<file path="src/rtl/square_motion_ctrl.sv">
// Button-driven square position controller for vga_controller: synchronises and
// debounces the four push-buttons, steps a pending position and commits it on VS fall.
module square_motion_ctrl #(
    parameter int H_RES           = 640,
    parameter int V_RES           = 480,
    parameter int SIZE            = 100,
    parameter int STEP            = 1,
    parameter int STEP_PERIOD     = 1000000,
    parameter int DEBOUNCE_CYCLES = 250000,
    parameter int X_INIT          = 100,
    parameter int Y_INIT          = 100
) (
    input  logic       vga_clk,
    input  logic       reset,
    input  logic       up_n,
    input  logic       down_n,
    input  logic       left_n,
    input  logic       right_n,
    input  logic       vs,
    output logic [9:0] x_square,
    output logic [9:0] y_square,
    output logic       moving
);

    localparam int DBW = (DEBOUNCE_CYCLES > 1) ? $clog2(DEBOUNCE_CYCLES) : 1;
    localparam int SPW = (STEP_PERIOD > 1) ? $clog2(STEP_PERIOD) : 1;
    localparam logic [10:0] X_MAX  = 11'(H_RES - SIZE);
    localparam logic [10:0] Y_MAX  = 11'(V_RES - SIZE);
    localparam logic [10:0] STEP11 = 11'(STEP);

    logic [3:0]     w_raw;
    logic [3:0]     w_pressed;
    logic [3:0]     r_sync1;
    logic [3:0]     r_sync2;
    logic [3:0]     r_stable;
    logic [DBW-1:0] r_dbCnt [4];
    logic [SPW-1:0] r_stepCnt;
    logic           w_tick;
    logic [9:0]     r_xPend;
    logic [9:0]     r_yPend;
    logic [9:0]     r_xSquare;
    logic [9:0]     r_ySquare;
    logic           r_vsD;
    logic           r_moving;
    logic [10:0]    w_xPend11;
    logic [10:0]    w_yPend11;
    logic [10:0]    w_xSum;
    logic [10:0]    w_ySum;
    logic [10:0]    w_xLeft;
    logic [10:0]    w_xRight;
    logic [10:0]    w_yUp;
    logic [10:0]    w_yDown;

    // Bit order is {right, left, down, up}; stable value 1 means released.
    assign w_raw     = {right_n, left_n, down_n, up_n};
    assign w_pressed = ~r_stable;

    always_ff @(posedge vga_clk or posedge reset) begin
        if (reset) begin
            r_sync1  <= 4'hF;
            r_sync2  <= 4'hF;
            r_stable <= 4'hF;
            for (int i = 0; i < 4; i++) r_dbCnt[i] <= '0;
        end else begin
            r_sync1 <= w_raw;
            r_sync2 <= r_sync1;
            for (int i = 0; i < 4; i++) begin
                if (r_sync2[i] == r_stable[i]) begin
                    r_dbCnt[i] <= '0;
                end else if (r_dbCnt[i] == DBW'(DEBOUNCE_CYCLES - 1)) begin
                    r_stable[i] <= r_sync2[i];
                    r_dbCnt[i]  <= '0;
                end else begin
                    r_dbCnt[i] <= r_dbCnt[i] + DBW'(1);
                end
            end
        end
    end

    assign w_tick = (r_stepCnt == SPW'(STEP_PERIOD - 1));

    always_ff @(posedge vga_clk or posedge reset) begin
        if (reset) r_stepCnt <= '0;
        else if (w_tick) r_stepCnt <= '0;
        else r_stepCnt <= r_stepCnt + SPW'(1);
    end

    // 11-bit arithmetic keeps the clamps free of wrap-around.
    assign w_xPend11 = {1'b0, r_xPend};
    assign w_yPend11 = {1'b0, r_yPend};
    assign w_xSum    = w_xPend11 + STEP11;
    assign w_ySum    = w_yPend11 + STEP11;
    assign w_xLeft   = (w_xPend11 >= STEP11) ? (w_xPend11 - STEP11) : 11'd0;
    assign w_yUp     = (w_yPend11 >= STEP11) ? (w_yPend11 - STEP11) : 11'd0;
    assign w_xRight  = (w_xSum > X_MAX) ? X_MAX : w_xSum;
    assign w_yDown   = (w_ySum > Y_MAX) ? Y_MAX : w_ySum;

    always_ff @(posedge vga_clk or posedge reset) begin
        if (reset) begin
            r_xPend <= 10'(X_INIT);
            r_yPend <= 10'(Y_INIT);
        end else if (w_tick) begin
            if (w_pressed[0])      r_yPend <= w_yUp[9:0];
            else if (w_pressed[1]) r_yPend <= w_yDown[9:0];
            else if (w_pressed[2]) r_xPend <= w_xLeft[9:0];
            else if (w_pressed[3]) r_xPend <= w_xRight[9:0];
        end
    end

    // Committing on VS fall keeps the square from tearing mid-frame.
    always_ff @(posedge vga_clk or posedge reset) begin
        if (reset) begin
            r_vsD     <= 1'b1;
            r_xSquare <= 10'(X_INIT);
            r_ySquare <= 10'(Y_INIT);
            r_moving  <= 1'b0;
        end else begin
            r_vsD    <= vs;
            r_moving <= |w_pressed;
            if (r_vsD && !vs) begin
                r_xSquare <= r_xPend;
                r_ySquare <= r_yPend;
            end
        end
    end

    assign x_square = r_xSquare;
    assign y_square = r_ySquare;
    assign moving   = r_moving;

endmodule

</file>
<file path="config.mk">
export PLATFORM = sky130hd
export DESIGN_NAME = square_motion_ctrl
export DESIGN_NICKNAME = d
export VERILOG_FILES = /design/src/rtl/square_motion_ctrl.sv
export SDC_FILE = /design/constraint.sdc
export NUM_CORES = 1
export LEC_CHECK = 0
export CORE_UTILIZATION = 60
export DETAILED_ROUTE_END_ITERATION = 7
export DONT_BUFFER_PORTS = 1
export PLACE_DENSITY = 0.74
export SLEW_MARGIN = 20
export SYNTH_ARGS = -nofsm -noshare
export SYNTH_HDL_FRONTEND = slang
export SYNTH_SLANG_ARGS = --single-unit
</file>
<file path="constraint.sdc">
create_clock -name vga_clk -period 7.1 [get_ports vga_clk]
set_input_delay 0.71 -clock vga_clk [delete_from_list [all_inputs] [get_ports vga_clk]]
set_output_delay 0.71 -clock vga_clk [all_outputs]
set_load 0.005 [all_outputs]
</file>
Figure 1. Floorplan with the power grid.
The bar under the picture is 20 um long. Pins as bars on the die edge. Tap cells in gray.
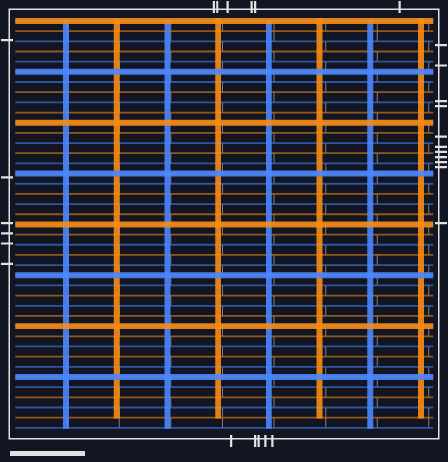
VDD: drawn in orange. VSS: drawn in blue.
The core has 40 rows. 8 straps on met4. 41 met1 rails follow the rows. 8 straps on met5. 28 signal pins sit on the boundary.

==> Slide: Implementation Results <==
Implementation Results

Status
  – Status: completed

Floorplan
  – Die Span Y: 114.5 um

Drt
  – Initial DRC count: around 470
  – Met1 WL: approximately 6.9 mm
  – Routed len/inst: 15.59 um

Yosys
  – Post-Synthesis Cells: 804
  – Synth Area in Adders: 0.01814
  – Cell type with the largest total area: dfrtp_1
  – Share of flip-flops with an asynchronous set or reset: 1.000
  – Avg Synthesized Cell Area: ~9.4 sq um
  – Area leader share: 0.3990

Power and ir drop
  – Comb power: between 0.03 and 0.04 mW
  – Pwr top: the clock network
  – Sw power: about 0.37 mW
  – Internal: between 1 and 1.5 mW

Layout
  – Most frequent cells in the layout: nor2_1 (123), dfrtp_1 (121), nand2_1 (58), nand3_1 (57), xnor2_1 (50)
  – Max reg flops: 72

Worst setup path
  – Critical Path RT: between 7000 and 8000 ps
  – CP Depth: 8

Placed design
  – Post-Place Cells: 931
  – Place WS: ~4400 ps
Figure 2. Cell classes on the final placement.
The bar under the picture is 20 um long.
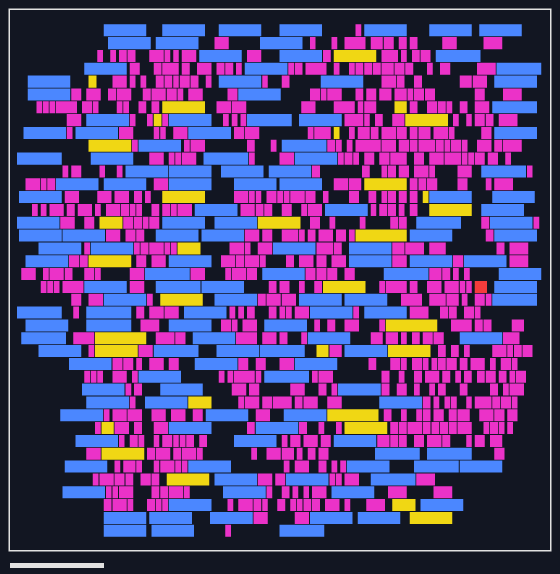
clock drivers and dummy loads: drawn in yellow, cells 32, share of their area 8.0%. combinational and other logic: drawn in magenta, cells 616, share of their area 46%. flops: drawn in blue, cells 146, share of their area 46%. other buffers and delay cells: drawn in red, cells 1, share of their area 0.093%.
Final Cell Area: 8260 sq um
FP Rows: 40
post-layout util: 0.6792
core area: 12160 sq um

[stage by stage]
stage / hold WS, ps / util
after floorplan: 345.2 / -
after global placement: 349.9 / 0.6263
after detailed placement: 350.3 / 0.6265
after CTS: 264.4 / 0.6792
after global routing: 258.1 / 0.6792
final: 273.0 / 0.6792
[layout make-up]
class | count | area [sq um]
Clock inverter | 9 | 152.6
Inverter | 20 | 82.58
Sequential cell | 146 | 3685
Tap cell | 168 | 210.2
Clock buffer | 23 | 488.0
Multi-Input combinational cell | 596 | 3635
Fill cell | 966 | 3901
Timing Repair Buffer | 1 | 7.507
[worst register-to-register path: stages, from the launching register on]
cell and delay (ps):
dfrtp_1 510, ha_1 420, and4_1 350, xnor2_1 150
nand3_1 100, a22oi_1 330, a21oi_1 230, nand2b_1 260
o31ai_1 280
Power figures rest on the tool's default switching activity, not on a simulated workload.
